**Selected gate families**

(4 px per um)
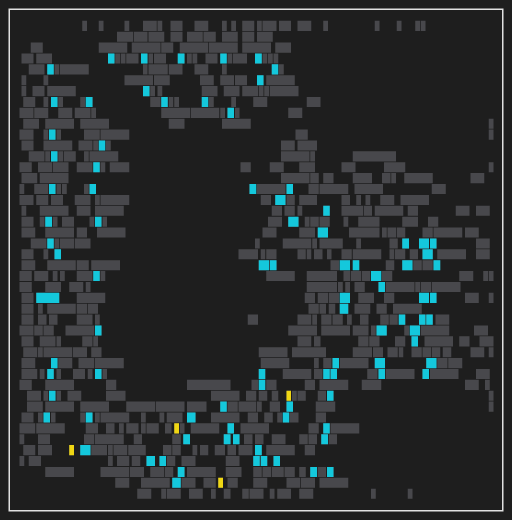
**Metal 2**

(2 px per um) Cells faint in the background.
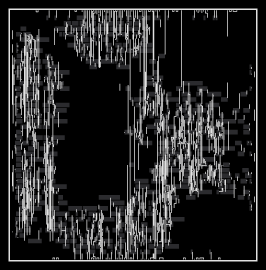
**Signal wires on met3**

(2 px per um)
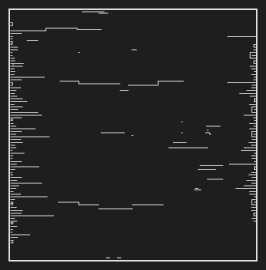
Design dmem_access_ctrl_flat, sky130hd; sources not shown.
==> impl_metrics.tcl <==
# yosys + openroad results
set metrics [dict create \
    status "complete, no violations" \
    post_drt_wl_per_cell_um 13.7 \
    clock-sinks 73 \
    rsz0062_at_grt "no" \
    fin_ws_ns 0.107 \
    area_delta_synth_final_pct 27.2 \
    grt_pass1_wl_um 17300 \
    cts_max_level 3 \
    critPathMaxFanout 16 \
    ys_cells 526 \
    synth_warnings 0 \
    min_path_type "reg -> reg" \
    grt_pass1_vias 3432 \
    power.density_mw_per_mm2 577 \
    power_switching_mw 0.830 \
    routed_via_density 4.77 \
    ys_seq_share_pct 33.3 \
    pwr-share-comb_pct 14.0 \
    flop_cell "dfxtp_1" \
    io-pin-count 310 \
    async_flop_share_pct 0 \
    min_period_over_period_pct 94.8 \
    firstDrtPassIters 8 \
    rows 44 \
    period_minus_slack_ns 1.94 \
    p_seq_share_pct 45.2 \
    cts_hold_buffers 0 \
    pwr-share-clk_pct 40.8 \
    timing.fmax_mhz 515 \
    drive_gt1_share_pct 18.6 \
    antennaDiodeCount 0 \
    relSlewSlack_pct 64.9 \
    grt_antenna_before_repair 0 \
    syn_inst 526 \
    ys_seq_elements 73 \
    swShare_pct 25.8 \
    maxSlewViolCount 0 \
    edf_count 0 \
    fp.dieH_um 125 \
    antenna_left 0 \
    fin_nets 740 \
    insertion_delay_ns 0.36 \
    setup_viol 0 \
]
-- 'selected gate families' (at the start) --
family	color	cells
aoi and oai cells	cyan	92
inv cells	yellow	4
post-route non-filler standard cell count: 790
Commonest Layout Cell: nand2_1

-- 'metal 2' (at the start) --
main direction	vertical
longest straight run	51.3 um
final wirelength: 10800 um
via count: 3771
GR Layer Usage met2: 22.7%

-- 'signal wires on met3' (at the start) --
longest straight run	21.4 um
wire length on this layer	833 um
met3 Resource Use GR: 5.20%

## timing repair
action	CTS	global route
setup buffers	2	1
setup endpoints to repair	41	3
pin swaps	4	1
resized	45	1
## cell usage in the layout (no fill, tap or decap), types with 3 or more instances in the layout
cell type        instances
buf_12                   4
clkdlybuf4s50_1         73
dfxtp_1                 73
nand3_1                  7
or4_1                   14
and4_4                   3
nor2_1                  16
mux2_4                   3
conb_1                  33
inv_1                    3
o31ai_1                 14
buf_4                   38
mux2_2                  33
nor2b_1                  5
a21oi_1                 57
clkbuf_8                10
a31oi_1                  4
nand4_1                 13
or3_1                   12
o21ai_0                 13
and3_1                  10
and2_1                   5
dlygate4sd2_1           38
nand2_1                 84
## worst max-delay path, cell delays in order (launching register included)
cell and delay [ns]:
dfxtp_1 0.34, buf_4 0.15, and3_1 0.15, and3_1 0.15
and4_4 0.27, buf_4 0.17, or4_1 0.49, a21oi_1 0.15
## synthesized netlist by cell type (all sizes together), types with 2 or more instances
cell type / count / share of area, %
and2: 5 / 0.71
a21oi: 57 / 6.5
ha: 2 / 0.57
a31oi: 4 / 0.57
o21ai: 15 / 1.8
inv: 4 / 0.34
or4: 14 / 2.4
and4: 4 / 0.97
nor3: 4 / 0.94
nand4: 15 / 2.6
nand2: 85 / 7.3
mux2: 38 / 10
nor4: 4 / 0.86
buf: 107 / 18
and3: 11 / 1.7
nand3: 7 / 0.80
nor2b: 5 / 0.71
xor2: 2 / 0.40
a211oi: 2 / 0.34
nor2: 17 / 1.5
clkbuf: 17 / 1.5
dfxtp: 73 / 33
o31ai: 14 / 2.4
or3: 12 / 1.7
## stage by stage
step / setup TNS (ns) / cell area (um2) / utilization [%] / total power [mW] / cells
CTS: 0 / 5570 / 39.2 / 3.27 / 789
floorplan: 0 / 4500 / - / 1.97 / 558
global route: 0 / 5580 / 39.3 / 3.36 / 790
finish: 0 / 5580 / 39.3 / 3.22 / 790
global placement: -10.94 / 5340 / 37.6 / 1.97 / 771
detailed placement: -11.80 / 5340 / 37.6 / 1.97 / 771
## final cells by class
class	count	area (um2)	share of cell area (%)
inverters	4	15.0	0.269
clock buffers	12	153	2.74
flip-flops and latches	73	1460	26.2
clock inverters	4	76.3	1.37
repair buffers	156	1450	26.0
well taps	184	230	4.13
multi-input cells	357	2190	39.3
## per-layer routing
metal / global-route usage [%] / share of wire (%) / vias up
li1: - / - / 1867
met1: 16.5 / 41 / 1722
met2: 22.7 / 48 / 141
met3: 5.20 / 7.7 / 41
met4: 7.55 / 3.4 / 0
met5: 0 / 0 / -
## logic make-up after synthesis
family | after synthesis | synth area share [%]
adder cells (fa/ha/maj) | 2 | 0.571
other | 1 | 0.0855
buffers and inverters | 128 | 20.1
AND-OR/OR-AND | 94 | 12.0
flip-flops | 73 | 33.3
XOR/XNOR | 3 | 0.599
multiplexers | 39 | 10.2
AND/OR/NAND/NOR | 186 | 23.0
## power groups by stage
stage                     registers (mW)  clock network, mW  logic, mW
after global routing                1.46               1.42      0.486
final                               1.45               1.31      0.452
after detailed placement            1.49                  0      0.485
after global placement              1.49                  0      0.482
after CTS                           1.45               1.36      0.455
after floorplan                     1.49                  0      0.479
Power and IR drop assume default switching activity.
